### config.mk
export PLATFORM = sky130hd
export DESIGN_NAME = mask_bbox_tracker
export DESIGN_NICKNAME = d
export VERILOG_FILES = /design/src/rtl/mask_bbox_tracker.sv
export SDC_FILE = /design/constraint.sdc
export NUM_CORES = 1
export LEC_CHECK = 0
export CAP_MARGIN = 20
export CORE_ASPECT_RATIO = 0.9
export CORE_MARGIN = 2
export CORE_UTILIZATION = 55
export CTS_CLUSTER_DIAMETER = 30
export DETAILED_ROUTE_END_ITERATION = 16
export PLACE_DENSITY = 0.81
export RECOVER_POWER = 50
export SETUP_SLACK_MARGIN = 0.1
export SKIP_CTS_REPAIR_TIMING = 1
export SLEW_MARGIN = 20
export SYNTH_ARGS = -nofsm -noshare
export SYNTH_HDL_FRONTEND = slang
export SYNTH_SLANG_ARGS = --single-unit
### constraint.sdc
create_clock -name clk -period 3 [get_ports clk]
set_input_delay 0.3 -clock clk [delete_from_list [all_inputs] [get_ports clk]]
set_output_delay 0.3 -clock clk [all_outputs]
set_load 0.01 [all_outputs]
### src/rtl/mask_bbox_tracker.sv
// mask_bbox_tracker
// Reduces each frame of the denoised binary mask stream to one bounding box
// (min/max row and column of set pixels) plus a saturating set-pixel count.
// Results are published once per frame, one cycle after the vs_ni falling edge.
// The first frame after reset is partial and is never published.
// Optional feature macro: BBOX_SMOOTH_EN -- when defined, a valid box is
// averaged with the previously published valid box instead of replacing it.
module mask_bbox_tracker #(
  parameter int LINE_WIDTH   = 640,
  parameter int FRAME_HEIGHT = 480,
  parameter int CNT_W        = 19,
  parameter int MIN_PIXELS   = 16
) (
  input  logic              clk,
  input  logic              rstn,
  input  logic              vs_ni,
  input  logic              valid_i,
  input  logic              mask_i,
  input  logic [12:0]       row_i,
  input  logic [12:0]       col_i,
  output logic [12:0]       top_o,
  output logic [12:0]       bottom_o,
  output logic [12:0]       left_o,
  output logic [12:0]       right_o,
  output logic [CNT_W-1:0]  count_o,
  output logic              box_valid_o,
  output logic              frame_done_o
);

  typedef enum logic [0:0] {
    ST_IDLE  = 1'b0,
    ST_ACCUM = 1'b1
  } state_t;

  localparam logic [12:0]      COORD_MAX = 13'h1FFF;
  localparam logic [CNT_W-1:0] CNT_MAX   = {CNT_W{1'b1}};

  // Average of two coordinates using a 14-bit sum so the carry is not lost.
  function automatic logic [12:0] avg13(input logic [12:0] a, input logic [12:0] b);
    logic [13:0] s;
    s = {1'b0, a} + {1'b0, b};
    return s[13:1];
  endfunction

  state_t           r_state;
  state_t           w_state_nxt;
  logic             r_vs_q;
  logic             w_edge;
  logic             w_hit;
  logic             w_publish;
  logic             w_clear;
  logic             w_accum_en;
  logic             w_box_ok;

  logic [12:0]      r_acc_top;
  logic [12:0]      r_acc_bot;
  logic [12:0]      r_acc_left;
  logic [12:0]      r_acc_right;
  logic [CNT_W-1:0] r_acc_cnt;

  logic [12:0]      w_top_new;
  logic [12:0]      w_bot_new;
  logic [12:0]      w_left_new;
  logic [12:0]      w_right_new;

  // Falling edge of vertical sync, and the per-pixel qualification for counting.
  assign w_edge   = r_vs_q & ~vs_ni;
  assign w_hit    = valid_i & mask_i & vs_ni &
                    (row_i < 13'(FRAME_HEIGHT)) & (col_i < 13'(LINE_WIDTH));
  assign w_box_ok = (r_acc_cnt >= CNT_W'(MIN_PIXELS));

  // Registered copy of vertical sync for edge detection.
  always_ff @(posedge clk) begin
    if (!rstn) begin
      r_vs_q <= 1'b1;
    end else begin
      r_vs_q <= vs_ni;
    end
  end

  // FSM state register.
  always_ff @(posedge clk) begin
    if (!rstn) begin
      r_state <= ST_IDLE;
    end else begin
      r_state <= w_state_nxt;
    end
  end

  // FSM next state and accumulator control: IDLE skips the partial first frame.
  always_comb begin
    w_state_nxt = r_state;
    w_publish   = 1'b0;
    w_clear     = 1'b0;
    w_accum_en  = 1'b0;
    case (r_state)
      ST_IDLE: begin
        w_clear = 1'b1;
        if (w_edge) begin
          w_state_nxt = ST_ACCUM;
        end else begin
          w_state_nxt = ST_IDLE;
        end
      end
      ST_ACCUM: begin
        w_state_nxt = ST_ACCUM;
        if (w_edge) begin
          w_publish = 1'b1;
          w_clear   = 1'b1;
        end else begin
          w_accum_en = 1'b1;
        end
      end
      default: begin
        w_state_nxt = ST_IDLE;
        w_clear     = 1'b1;
      end
    endcase
  end

  // Per-frame min/max/count accumulation of qualifying mask pixels.
  always_ff @(posedge clk) begin
    if (!rstn) begin
      r_acc_top   <= COORD_MAX;
      r_acc_bot   <= 13'd0;
      r_acc_left  <= COORD_MAX;
      r_acc_right <= 13'd0;
      r_acc_cnt   <= {CNT_W{1'b0}};
    end else if (w_clear) begin
      r_acc_top   <= COORD_MAX;
      r_acc_bot   <= 13'd0;
      r_acc_left  <= COORD_MAX;
      r_acc_right <= 13'd0;
      r_acc_cnt   <= {CNT_W{1'b0}};
    end else if (w_accum_en && w_hit) begin
      r_acc_top   <= (row_i < r_acc_top)   ? row_i : r_acc_top;
      r_acc_bot   <= (row_i > r_acc_bot)   ? row_i : r_acc_bot;
      r_acc_left  <= (col_i < r_acc_left)  ? col_i : r_acc_left;
      r_acc_right <= (col_i > r_acc_right) ? col_i : r_acc_right;
      if (r_acc_cnt != CNT_MAX) begin
        r_acc_cnt <= r_acc_cnt + {{(CNT_W-1){1'b0}}, 1'b1};
      end
    end
  end

  // Box values to load on a valid publish (optionally smoothed with the last box).
  always_comb begin
    w_top_new   = r_acc_top;
    w_bot_new   = r_acc_bot;
    w_left_new  = r_acc_left;
    w_right_new = r_acc_right;
`ifdef BBOX_SMOOTH_EN
    if (box_valid_o) begin
      w_top_new   = avg13(top_o,    r_acc_top);
      w_bot_new   = avg13(bottom_o, r_acc_bot);
      w_left_new  = avg13(left_o,   r_acc_left);
      w_right_new = avg13(right_o,  r_acc_right);
    end else begin
      w_top_new   = r_acc_top;
      w_bot_new   = r_acc_bot;
      w_left_new  = r_acc_left;
      w_right_new = r_acc_right;
    end
`else
    w_top_new   = r_acc_top;
    w_bot_new   = r_acc_bot;
    w_left_new  = r_acc_left;
    w_right_new = r_acc_right;
`endif
  end

  // Published outputs: updated only on publish; box held when too few pixels.
  always_ff @(posedge clk) begin
    if (!rstn) begin
      top_o        <= 13'd0;
      bottom_o     <= 13'd0;
      left_o       <= 13'd0;
      right_o      <= 13'd0;
      count_o      <= {CNT_W{1'b0}};
      box_valid_o  <= 1'b0;
      frame_done_o <= 1'b0;
    end else begin
      frame_done_o <= w_publish;
      if (w_publish) begin
        count_o <= r_acc_cnt;
        if (w_box_ok) begin
          top_o       <= w_top_new;
          bottom_o    <= w_bot_new;
          left_o      <= w_left_new;
          right_o     <= w_right_new;
          box_valid_o <= 1'b1;
        end else begin
          box_valid_o <= 1'b0;
        end
      end
    end
  end

endmodule

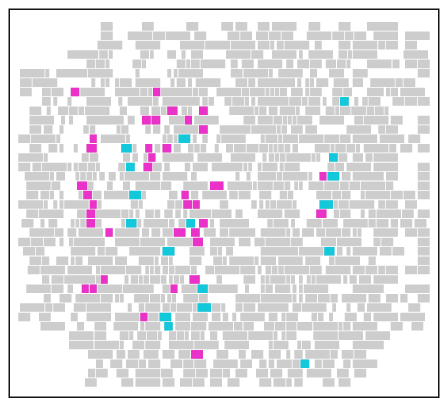
Figure 1: run 1, gate families picked out.
non-inverting ao/oa cells -> cyan  # cells 17
and/or cells -> magenta  # cells 37, most used or4_1
share of the final layout cell area in multi-input gates: 42.8%
count of non-filler cells in the finished layout: 1043
most frequently placed logic cell in the final layout: dfxtp_1

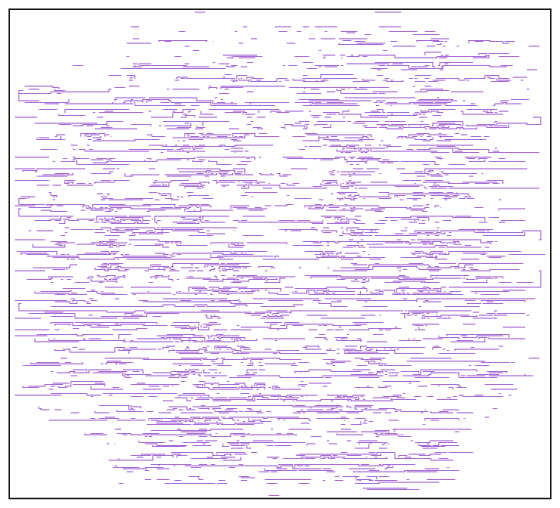
Figure 2: run 1, M1 wires.
longest straight run = 27.1 um
main direction = horizontal
met1 Use GR: 33.0%
Final Routed Wirelength: 17.7 mm
via count of the routed design: 6108

==> notes.md, run 1 <==
Notes on the physical design

Setup repair after global routing left no endpoint under its margin. Summed over all failing endpoints, the final setup total negative slack is 0 ns. Of the total power, registers draw 44.5%. The worst path uses 85.0% of the clock period. The data arrival at the endpoint of the critical path is 2.89 ns.

The post-route worst setup slack is 0.450 ns. The sequential cell area is 0.00292 mm^2. The minimum clock period after layout is 2.55 ns.

Per the post-synthesis report, the number of cells in the design is 770. The leakage power is 4.04 nW. The HPWL after detailed placement is 12.5 mm. The clock tree synthesis step divided the H-tree into 4 levels.

The width of the die is 124 um. The destination of the worst hold path is r_acc_bot[8]. The largest registers in the layout are count_o (19), r_acc_cnt (19). The routed length on met2 is 8.48 mm. The cell at the root of the clock tree is clkbuf_16.

In this run the critical register-to-register path is launched from r_acc_bot[12]. Routed signal wires occupy layers up through met4. Power attributed to the clock group is 2.21 mW. The TritonCTS clock tree is done. Of the cells placed in the final design, the portion with a size suffix greater than 1 is 6.71%. From synthesis to final layout, the design area changed by 24.8%. CTS reports a maximum clock tree buffer depth of 2.

The number of max-slew violations in the final report is 76. The number of cells on the worst hold path is listed as 3. The synthesized area per cell is 9.29 um^2.

The proportion of power drawn by combinational gates is 4.8%. The number of antenna violations at the first check in global routing was 0. The post-synthesis cell type with the largest combined area is dfxtp_1. Power spread over the standard cell area amounts to 489 mW/mm^2. Switching power as a fraction of the total was reported as 21.1%. The worst max-slew margin expressed relative to the limit is -75.2%. The dominant kind of combinational cell is simple AND/OR/NAND/NOR gates. The number of hold-slack violations in the final timing report is 0.

The chip area in the Yosys report is 0.00715 mm^2. The run finished, with violations left. The total congestion overflow after global routing is 0. The post-synthesis net count is 853. The main area contributors are dfxtp_1 41%, mux2i_1 9.8%, ha_1 9.1%. For the worst reg-to-reg path, the endpoint reported by OpenROAD is r_acc_bot[2].

The met2 track demand over resource is 42.0%. The total design power is 4.37 mW. The average vias per placed instance is 5.86. The tightest min-delay check is of the primary input to register type.

In this run the VDD rail shows a maximum IR drop of 402 uV. The max-cap check violation count is 1. The commonest register cell is dfxtp_1. The cell area reported after detailed placement is 0.00832 mm^2.

Per the timing report, the achievable frequency comes out to 0.392 GHz. The floorplan step set the die height to 112 um. The footprint of the multi-input gates is 0.00382 mm^2. The script logs the mean routed wire length per placed instance as 17.0 um. The internal cell power is 3.44 mW. The share of synthesized cell area in and, or, nand and nor gates is 20.2%. The number of cells after detailed placement is 1011. Per the hold report, the tightest min-delay path originates at rstn.

The count of input and output buffers is 103. The end point of the critical path is frame_done_o. The top contributor to total power is the clock network. The critical path starts at rstn. The gate-level netlist out of Yosys references 56 unique cell types. Counting every sink on the clock net gives 146. On met3, the global router reports a usage of 7.48%. The post-route cell area is 0.00893 mm^2. The iteration tally of the first detailed-router pass is 5.

The most common logic cells in the final layout are 146 x dfxtp_1, 101 x nand2_1, 73 x dlygate4sd3_1, 70 x mux2i_1, 57 x inv_1. The Yosys warning count is 0. The routability-driven placement congestion ratio is 0.905. The power in sequential cells is 1.94 mW. The skew report gives the latency at the later pin of the worst-skew pair as 0.43 ns.

The worst reg-to-reg setup slack is 0.54 ns. The xor-xnor portion of the synthesized cell area is 0%. The die outline area is 0.0139 mm^2. The required time at the worst endpoint is listed as 3.34 ns. The sequential element share of the synthesized area is 40.9%. For reference, the most critical setup path is categorized as primary input to register. The checks that failed: capacitance limit, slew limit. The filler cells instantiated in the layout total 954. The share of synthesized area spent on multiplexers is 9.80%.

Per the post-CTS timing run, clock transition at the registers of the reported paths is 0.06 ns. In the final design database the tool counted 949 nets. The nature of the critical path endpoint is a register. The detailed router reports a met3 wire length of 983 um.
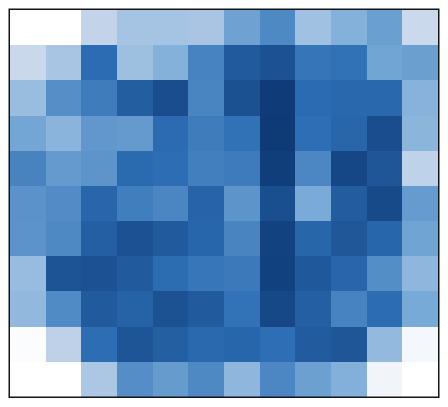
Figure 3: run 1, cell density map.
12 x 11 tiles, from white (low) to dark blue (high), 0 to 100% covered.
fullest tile = 96%
emptiest ninth of the die = top left
tiles over 75% full = 41%
area inside the core boundary: 0.0127 mm^2
final core utilization: 70.4%
FP Util: 56.4%

==> run 1: worst max-delay path, cell delays in order <==
cell and delay (ns):
clkbuf_1 0.18, clkbuf_1 1.87, and3_1 0.46
==> run 1: synth_stat cells, drive strengths merged (16+ instances only) <==
library cell	count
dfxtp	146
nand2	102
mux2i	70
inv	57
nor2b	55
ha	52
a21oi	28
clkbuf	28
o211ai	22
a21boi	20
o2111ai	19
nand3	16
==> run 1: cell type report <==
| cell class | instances | area share, % |
|---|---|---|
| timing repair buffer | 119 | 12.9 |
| tap | 164 | 2.30 |
| inverter | 57 | 2.40 |
| multi-input combinational | 525 | 42.8 |
| clock inverter | 10 | 1.77 |
| clock buffer | 22 | 5.09 |
| sequential | 146 | 32.7 |
==> inputs of run 2 (changes only) <==
--- a/config.mk
+++ b/config.mk
@@ -6,7 +6,6 @@
 export NUM_CORES = 1
 export LEC_CHECK = 0
 export CAP_MARGIN = 20
-export CORE_ASPECT_RATIO = 0.9
 export CORE_MARGIN = 2
 export CORE_UTILIZATION = 55
 export CTS_CLUSTER_DIAMETER = 30
==> run 2 against run 1 <==
Net effect:
- the run still ends with capacitance limit, slew limit left
- critical path depth grew 3
- setup slack gained 0.15 ns
- via count is essentially flat
- maximum frequency grew 6.5%
- clock power grew 5%
- utilization grew 0.57 points
- global-route usage grew 0.17 points
- count of clock-buffer cells in the layout is the same
- non-clock buffer count grew 3
- area after synthesis is the same
- sequential share of layout area shrank 0.22 points
- largest cell class unchanged
- largest power group unchanged
- highest routed layer unchanged
==> notes.md, run 2 <==
Notes on the physical design

STA on the placed design reports a worst setup slack of 0.224 ns. The clock network latency to the later pin of the worst-skew pair is 0.42 ns (about the same). The amount of wire on met3 after detailed routing is 915 um (-6.9%).

The clock network power is 2.32 mW (+5%). The minimum clock period after layout is 2.40 ns (-0.155 ns). The number of fill cells was 979 (+2.6%). The total design power is 4.47 mW (+2.4%). The worst-path cell with the longest stage delay is o2111a_1.

The top cell type by instance count after synthesis is dfxtp_1. The clock transition at the registers of the reported paths is 0.06 ns (about the same). The post-synthesis to final-layout area growth is 25.6%. The depth of the CTS H-tree is 4 (unchanged). The hold path depth is 2 (-1). The data arrival at the endpoint of the critical path was 2.68 ns (-0.21 ns).

The cell area reported after detailed placement was 0.00834 mm^2 (+0.24%). Looking at the reg2reg group, the worst path ends at r_acc_bot[4]. The post-route cell area came to 0.00899 mm^2 (+0.69%). STA lists the startpoint of the worst hold path as rstn. The post-route worst setup slack came to 0.604 ns (+0.155 ns). The commonest cells after synthesis are 146 x dfxtp_1, 102 x nand2_1, 70 x mux2i_1.

The portion of the clock cycle consumed by the worst path in the final layout came to 79.9% (-5.2 points). Ranking logic cells in the layout by count gives the top entries 146 x dfxtp_1, 101 x nand2_1, 74 x dlygate4sd3_1, 70 x mux2i_1, 57 x inv_1. The sequential share of power is 43.5% (-1.0 points).

In this run the critical register-to-register path is launched from r_acc_bot[8]. The max-cap check violation count is 1 (unchanged). The sequential element share of the synthesized area is 40.9% (unchanged). The routed length on met2 is 8.53 mm (+0.65%). The post-synthesis net count is 853 (unchanged). The report lists the cells along the critical path as clkdlybuf4s50_1 -> nor4_4 -> nand3_2 -> nor4_1 -> o2111a_1 -> o21ai_0. The number of max-slew violations in the final report is 72 (-5.3%). The worst stage delay on the critical path is 0.55 ns (-1.32 ns). The fraction of layout instances using a drive strength above 1 was 7.26% (+0.54 points).

The worst max-slew margin expressed relative to the limit is -61.8% (+13 points). The share of total power consumed by net switching is 20.2% (-0.95 points). The die outline area is 0.0139 mm^2 (about the same). The largest registers in the layout are count_o (19), r_acc_cnt (19).

The number of library cell types mapped by synthesis is 56 (unchanged). The count of input and output buffers is 103 (unchanged). The number of standard cells after synthesis was 770 (unchanged). Hold analysis lists the worst path endpoint as r_state. The y dimension of the die is 118 um (+5.2%). The Yosys warning count is 0 (unchanged). The synthesized area per cell is 9.29 um^2 (unchanged). The largest buffer count on any clock path is 2 (unchanged). The top metal layer carrying routed signals is met4.

The power in sequential cells is 1.94 mW (about the same). The number of antenna violations at the first check in global routing is 0 (unchanged). The chip area in the Yosys report was 0.00715 mm^2 (unchanged).

The area of the placeable core is 0.0127 mm^2 (-0.13%). In the post-synthesis netlist, the biggest area contributors are dfxtp_1 41%, mux2i_1 9.8%, ha_1 9.1%. For reference, the most critical setup path is categorized as primary input to register. The post-synthesis cell type with the largest combined area is dfxtp_1.

TritonCTS built the clock tree. The non-filler instance count after layout is 1054 (+1.1%). The number of cells after detailed placement came to 1022 (+1.1%).

Setup repair after global routing left no endpoint under its margin. The met3 capacity usage during global routing is 5.33% (-2.2 points). The sink count of the clock tree is 146 (unchanged). The proportion of power drawn by combinational gates came to 4.6% (-0.2 points). The HPWL reported at the end of detailed placement was 12.8 mm (+2.4%). Looking at the cell usage after synthesis, the top flip-flop cell is dfxtp_1. Checking hold timing, the worst path is listed with class primary input to register. The net total in the final layout was 952 (+0.32%). The worst IR drop on VDD is 356 uV (-11%).

The checks that failed: capacitance limit, slew limit. The floorplan-stage core utilization was 56.5% (+0.072 points). The commonest non-fill, non-tap cell in the layout is dfxtp_1. The routability-driven placement congestion ratio was 0.899 (-0.70%).

The leakage power is 4.08 nW (+0.88%). The largest share of the power goes to the clock network. The flow ran to the end, but the final reports show violations. The average vias per placed instance is 5.80 (-1.0%). The number of hold-slack violations in the final timing report is 0 (unchanged). The required arrival time at the worst endpoint is 3.28 ns (-0.06 ns). The width of the die is 118 um (-5.0%). CTS placed an instance of clkbuf_16 at the clock tree root. The internal cell power is 3.57 mW (+3.7%).
-- run 2: layout make-up --
cell class,count,area [um^2],share of cell area [%]
sequential,146,2920,32.5
tap,172,215,2.39
multi-input combinational,525,3820,42.5
clock inverter,10,179,1.99
clock buffer,22,474,5.28
timing repair buffer,122,1160,12.9
inverter,57,214,2.38
-- run 2: cells by family (layout without fill, tap and decap cells) --
family,Yosys count,after routing,share of synthesized area [%]
adders and majority gates,52,52,9.10
buffers and inverters,99,211,5.81
and+or+nand+nor,261,261,20.2
muxes,70,70,9.80
AOI/OAI and AO/OA,142,142,14.3
DFF,146,146,40.9
-- run 2: worst max-delay path: cells and delay by family --
family                 cells  cell delay [ns]
AND-OR/OR-AND              2             0.71
buffers and inverters      1             0.51
AND/OR/NAND/NOR            3             1.14
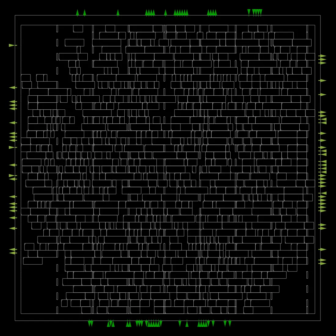
Figure 4: run 2, cell placement.
final core utilization: 70.9%
flip-flop and latch share of the layout cell area: 32.5%
number of placement rows: 41
number of well taps: 172

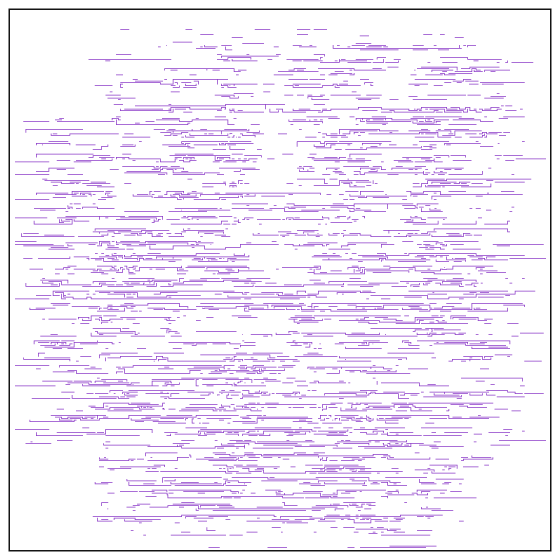
Figure 5: run 2, M1 wires.
share of all routed wire = 44%
wire length on this layer = 7800 um
longest straight run = 32.7 um
Final Routed Wirelength: 17.7 mm
via count of the routed design: 6110
met1 Use GR: 32.1%

Power figures rest on the tool's default switching activity, not on a simulated workload.
